File: src/rtl/seq_pattern_generator.sv
// seq_pattern_generator
//   Serial bit-pattern transmitter. On start it latches a pattern word,
//   length, repeat count and inter-repetition gap, then shifts the pattern
//   out MSB-first (from pattern[L-1]), one bit per clock. Repetitions are
//   separated by `gap` zero bits. Outputs are decoded from registered state.
// Ports:
//   clk, rst        clock / asynchronous active-high reset
//   start           begin a transfer (sampled in IDLE only)
//   abort           cancel an active transfer (SEND/GAP only), no done pulse
//   pattern         pattern bits, first bit sent is pattern[pat_len-1]
//   pat_len         pattern length; 0 or >PAT_W means PAT_W
//   reps            repetition count; 0 means go straight to DONE
//   gap             zero bits between repetitions
//   data/valid      serial stream and its qualifier
//   last_bit        data is the final bit of a repetition
//   busy            not in IDLE
//   done            one-cycle pulse at normal completion
module seq_pattern_generator #(
  parameter int PAT_W = 8,
  parameter int LEN_W = 4,
  parameter int REP_W = 8,
  parameter int GAP_W = 4
) (
  input  logic             clk,
  input  logic             rst,
  input  logic             start,
  input  logic             abort,
  input  logic [PAT_W-1:0] pattern,
  input  logic [LEN_W-1:0] pat_len,
  input  logic [REP_W-1:0] reps,
  input  logic [GAP_W-1:0] gap,
  output logic             data,
  output logic             valid,
  output logic             last_bit,
  output logic             busy,
  output logic             done
);

  localparam int IDX_W = (PAT_W > 1) ? $clog2(PAT_W) : 1;
  localparam logic [LEN_W-1:0] PAT_W_L = LEN_W'(PAT_W);

  typedef enum logic [1:0] {IDLE, SEND, GAP, DONE} state_t;

  state_t             state, state_d;
  logic [PAT_W-1:0]   pat_q, pat_d;
  logic [LEN_W-1:0]   len_q, len_d;
  logic [GAP_W-1:0]   gap_q, gap_d;
  logic [LEN_W-1:0]   bit_idx, bit_idx_d;
  logic [REP_W-1:0]   rep_cnt, rep_cnt_d;
  logic [GAP_W-1:0]   gap_cnt, gap_cnt_d;
  logic [LEN_W-1:0]   len_eff;

  // Out-of-range lengths fall back to the full pattern width.
  assign len_eff = ((pat_len == '0) || (pat_len > PAT_W_L)) ? PAT_W_L : pat_len;

  always_ff @(posedge clk or posedge rst) begin
    if (rst) begin
      state   <= IDLE;
      pat_q   <= '0;
      len_q   <= '0;
      gap_q   <= '0;
      bit_idx <= '0;
      rep_cnt <= '0;
      gap_cnt <= '0;
    end else begin
      state   <= state_d;
      pat_q   <= pat_d;
      len_q   <= len_d;
      gap_q   <= gap_d;
      bit_idx <= bit_idx_d;
      rep_cnt <= rep_cnt_d;
      gap_cnt <= gap_cnt_d;
    end
  end

  always_comb begin
    state_d   = state;
    pat_d     = pat_q;
    len_d     = len_q;
    gap_d     = gap_q;
    bit_idx_d = bit_idx;
    rep_cnt_d = rep_cnt;
    gap_cnt_d = gap_cnt;
    unique case (state)
      IDLE: begin
        if (start) begin
          pat_d     = pattern;
          len_d     = len_eff;
          gap_d     = gap;
          rep_cnt_d = reps;
          bit_idx_d = len_eff - 1'b1;
          state_d   = (reps == '0) ? DONE : SEND;
        end
      end
      SEND: begin
        if (abort) begin
          state_d = IDLE;
        end else if (bit_idx != '0) begin
          bit_idx_d = bit_idx - 1'b1;
        end else if (rep_cnt == REP_W'(1)) begin
          // Final repetition ends here; rep_cnt is never taken below 1.
          state_d = DONE;
        end else begin
          rep_cnt_d = rep_cnt - 1'b1;
          if (gap_q == '0) begin
            bit_idx_d = len_q - 1'b1;   // back-to-back, no bubble
          end else begin
            gap_cnt_d = gap_q - 1'b1;
            state_d   = GAP;
          end
        end
      end
      GAP: begin
        if (abort) begin
          state_d = IDLE;
        end else if (gap_cnt == '0) begin
          bit_idx_d = len_q - 1'b1;
          state_d   = SEND;
        end else begin
          gap_cnt_d = gap_cnt - 1'b1;
        end
      end
      DONE: state_d = IDLE;
      default: state_d = IDLE;
    endcase
  end

  // Moore output decode.
  always_comb begin
    data     = 1'b0;
    valid    = 1'b0;
    last_bit = 1'b0;
    busy     = (state != IDLE);
    done     = (state == DONE);
    if (state == SEND) begin
      data     = pat_q[bit_idx[IDX_W-1:0]];
      valid    = 1'b1;
      last_bit = (bit_idx == '0);
    end else if (state == GAP) begin
      valid    = 1'b1;
    end
  end

endmodule

File: config.mk
export PLATFORM = sky130hd
export DESIGN_NAME = seq_pattern_generator
export DESIGN_NICKNAME = d
export VERILOG_FILES = /design/src/rtl/seq_pattern_generator.sv
export SDC_FILE = /design/constraint.sdc
export NUM_CORES = 1
export LEC_CHECK = 0
export CAP_MARGIN = 15
export CORE_MARGIN = 2
export CORE_UTILIZATION = 25
export DETAILED_ROUTE_END_ITERATION = 12
export PLACE_DENSITY = 0.39
export RECOVER_POWER = 25
export SYNTH_ARGS = -nofsm -noshare
export SYNTH_HDL_FRONTEND = slang
export SYNTH_SLANG_ARGS = --single-unit
File: constraint.sdc
create_clock -name clk -period 2.8 [get_ports clk]
set_input_delay 0.56 -clock clk [delete_from_list [all_inputs] [get_ports clk]]
set_output_delay 0.56 -clock clk [all_outputs]
set_load 0.005 [all_outputs]
Run 1, clock nets:
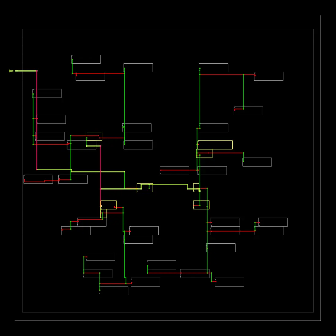
flip-flops: 34
Clock Latency Late Sink: 0.29 ns
clock group power: 0.000446 W

Run 1, clock wires, drivers and flops:
Drawn at 3 px/um.
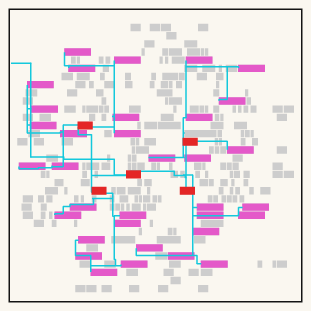
Key: flip-flops = magenta [count 34]; clock wires = cyan [length 536 um]; clock drivers = red [count 5]
There are 6 routed clock nets.

==> summary.txt, run 1 <==
flow finished, numbers: result of the run complete, no violations, fin nets 299, most common logic cells in the final layout dfrtp_1 (34), clkdlybuf4s50_1 (31), nand2_1 (19), inv_1 (18), o21ai_0 (17), PnR worst setup slack 0.197 ns, I/O pin cnt 33, leakage dissipation 1.11 nW, start point of the worst hold path pat_q[2], Worst Hold Path Cells 1, total power of the final layout 0.00317 W, switching power share of the total 42.4%, Commonest Layout Cell dfrtp_1, via count of the routed design 1740, TritonCTS clock tree done, sinks on the clock net 34, GP Congestion 0.726, Tcrit/Tclk final 93.0%, setup skew after layout 0.00897 ns, global-route wire length before repair 8570 um, Residual DRC 0, highest fanout seen on the critical path 7, area of the die 0.00940 mm2, count of standard-cell rows 33, summed standard-cell area reported by yosys 0.00216 mm2, sequential cell area 851 um2, P per Cell Area 1170 mW/mm2, Arrival @ worst endpoint 2.04 ns, htree depth 2, Slowest Stage Delay on Critical Path 0.49 ns, fill cell total of the finished layout 876, Setup-failing EPs final 0
Run 1, PDN straps and rails:
Drawn at 4 px/um. Pins as bars on the die edge.
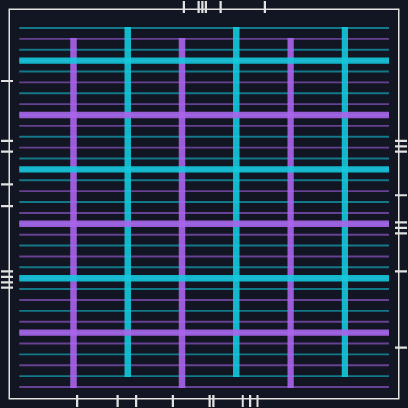
Key: VDD = cyan; VSS = purple
The core has 33 rows. 34 met1 rails follow the rows. 6 straps on met4. 33 signal pins sit on the boundary.

[run 1: repair_timing]
action / CTS / global route
setup endpoints to repair: 0 / 1
gates resized: 0 / 1
hold buffers: 0 / 0
[run 1: cells in the mapped netlist, drive strengths merged, types with 2 or more instances]
library cell,number,share of area [%]
a21oi,15,3.5
a31oi,5,2.4
and3,2,0.58
buf,2,0.52
clkbuf,6,1.0
dfrtp,34,39
ha,12,6.9
inv,18,3.1
mux2,17,8.9
mux2i,5,2.3
mux4,2,2.1
nand2,19,3.3
nand2b,5,1.4
nand3,2,0.46
nor2,15,2.6
nor2b,3,0.87
nor3,5,1.2
nor3b,2,0.69
nor4,5,2.1
o211ai,5,2.2
o21ai,27,6.3
o221ai,3,1.5
o22a,2,0.81
or4,2,0.87
xor2,2,0.81
[run 1: critical path, delay by kind of cell (launching register included)]
kind	cells	cell delay, ns
buffers and inverters	3	0.68
DFF	1	0.47
and+or+nand+nor	2	0.36
adders and majority gates	1	0.25
[run 1: layout make-up]
| cell class | count | share of cell area (%) |
|---|---|---|
| clock inverter | 3 | 1.48 |
| sequential | 34 | 31.4 |
| inverter | 18 | 2.49 |
| clock buffer | 5 | 2.54 |
| multi-input combinational | 165 | 44.7 |
| timing repair buffer | 35 | 12.5 |
| tap | 105 | 4.84 |
[run 1: registers in the layout, summed over array words and instances (netlist names)]
register  cells
gap_q         4
state         2
len_q         4
pat_q         8
gap_cnt       4
bit_idx       4
rep_cnt       8
[run 1: per-stage QoR]
stage	area (um2)	util (%)
after floorplan	2160	-
after global placement	2600	31.3
after detailed placement	2600	31.3
after CTS	2710	32.7
after global routing	2710	32.7
final	2710	32.7
[run 1: layer usage]
metal	up-vias	wire, um	track usage, %
met1	828	2530	15.5
met3	5	179	2.53
met4	0	50	3.25
met5	-	0	0
li1	878	-	-
met2	29	2220	17.3
Run 1, gate-type map:
Drawn at 3 px/um.
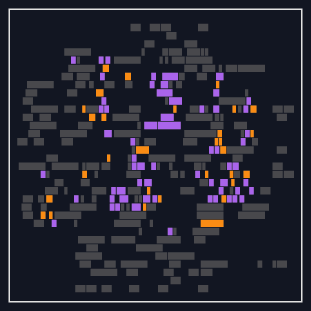

--- run 2 (diff from run 1) ---
Settings changed: CORE_ASPECT_RATIO set to 0.5.
Run 2, gate-type map:
Drawn at 3 px/um.
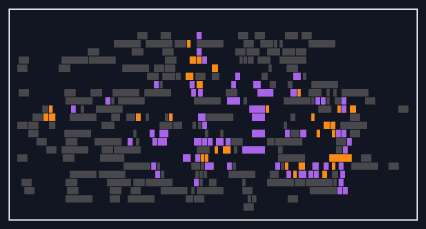
Key: aoi and oai cells = purple [cells 61, most used o21ai_0]; nor cells = orange [cells 30, most used nor2_1]

Run 2, clock nets:
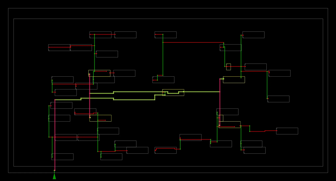
setup skew after layout: 0.00480 ns
sinks on the clock net: 34

==> run 2 against run 1 <==
  * Clock skew decreased by 0.0042 ns
  * Clock-buffer cell count unchanged
  * Synthesized cell count is the same
  * Hold slack got worse by 0.0032 ns
  * Sequential cell count did not move
  * Non-clock buffer count grew 1
  * Design area increased by 1.4%
  * Die area rose by 0.48%
  * Total power increased by 3.4%
  * Area after synthesis stayed put
  * Final cell count increased by 1.9%
  * Critical path type unchanged
  * Highest routed layer unchanged
==> summary.txt, run 2 <==
flow finished, numbers: result of the run complete, no violations, htree depth 2 (unchanged), DP Area 0.00262 mm2 (+0.63%), master of the slowest instance on the critical path clkdlybuf4s50_1, Antenna Violating Nets Remaining 0, top-count cell post-synth dfrtp_1, Residual DRC 0 (unchanged), WP buf/inv 3 (unchanged), fin nets 300 (+0.33%), summed standard-cell area reported by yosys 0.00216 mm2 (unchanged), dominant cells by area after synthesis dfrtp_1 (39%), mux2_2 (8.3%), ha_1 (6.9%), maximum ir drop on the vdd rail 0.000274 V, total power of the final layout 0.00327 W (+3.4%), cell accounting for the most synthesized area dfrtp_1, hold-fix buffers at CTS 0 (unchanged), family with the most delay on the worst path buffers and inverters, total stage count of the critical path 6 (unchanged), Arrival @ worst endpoint 2.07 ns (+0.03 ns), data required time of the critical path 2.24 ns, TritonCTS clock tree done, Commonest Layout Cell dfrtp_1, cell types with the highest counts after synthesis dfrtp_1 (34), nand2_1 (19), inv_1 (18), post-route cell area 0.00275 mm2 (+1.4%), largest registers pat_q: 8 flops, rep_cnt: 8 flops, Worst Hold Path Cells 1 (unchanged), Slowest Stage Delay on Critical Path 0.49 ns (about the same), post-cts resize count 0 (unchanged), PnR worst setup slack 0.169 ns (-0.0281 ns), post-layout util 33.5% (+0.85 points), Clock Latency Late Sink 0.28 ns (about the same), area of the die 0.00945 mm2 (+0.48%), count of standard-cell rows 23 (-30%), register-to-register setup slack 0.50 ns, P per Cell Area 1190 mW/mm2 (+2.0%), switching power share of the total 42.2% (-0.14 points), via count of the routed design 1738 (-0.11%), global-route wire length before repair 9030 um (+5.3%), critical path type flop to output pin, Floorplan Nets 265, start point of the worst hold path pat_q[4], I/O pin cnt 33 (unchanged), depth of the most critical reg-to-reg path 7, GP Congestion 0.734 (+1.0%), combinational power share 54.1%, highest fanout seen on the critical path 6 (-1), height of the chip 69.7 um, leakage dissipation 1.13 nW (+1.2%), most common logic cells in the final layout dfrtp_1 (34), clkdlybuf4s50_1 (31), nand2_1 (19), inv_1 (18), o21ai_0 (17), Tcrit/Tclk final 94.0% (+1.0 points)
==> run 2: cell count changes in the layout (fill, tap and decap cells not counted) <==
cell       delta
nor3b_1       +1
nor3b_2       -1
clkbuf_8      -5
bufinv_16     -1
buf_4         +1
clkbuf_16     +5
==> run 2: kinds of logic (layout without fill, tap and decap cells) <==
logic type	Yosys count	after routing	share of synthesized area, %
AOI/OAI and AO/OA	64	64	19.6
xor gates and xnor gates	3	3	1.22
adders and majority gates	12	12	6.95
buffers and inverters	26	61	4.69
DFF	34	34	39.4
muxes	24	24	13.3
and+or+nand+nor	62	62	14.9
==> run 2: area by class of cell <==
cell class / count / area (um2)
fillers: 874 / 5450
multi-input cells: 165 / 1210
flip-flops and latches: 34 / 851
repair buffers: 36 / 348
well taps: 112 / 140
clock buffers: 5 / 125
inverters: 18 / 67.6
clock inverters: 2 / 10.0
==> run 2: worst max path at each step <==
stage | from | end | slack (ns)
2_1_floorplan | bit_idx[0] | rep_cnt[4] | 0.77
3_3_place_gp | start | rep_cnt[0] | 0.33
3_5_place_dp | start | rep_cnt[0] | 0.31
4_1_cts | bit_idx[1] | last_bit | 0.17
5_1_grt | bit_idx[1] | last_bit | 0.09
6_report | bit_idx[1] | last_bit | 0.17
==> run 2: power by group through the flow <==
stage               sequential, W  combinational (W)  clock (W)
floorplan                0.000911            0.00134          0
global placement         0.000984            0.00177          0
detailed placement       0.000988            0.00179          0
CTS                      0.000981            0.00180   0.000543
global route              0.00102            0.00202   0.000570
finish                   0.000980            0.00177   0.000524
==> run 2: layer usage <==
layer  vias to the layer above  GRT usage [%]  share of wire, %
met4                         0           3.47               1.3
met2                        35           17.2                40
met5                         -              0                 0
li1                        876              -                 -
met1                       819           18.3                55
met3                         8           3.58               3.8
Power is estimated from default activity; no workload was simulated.
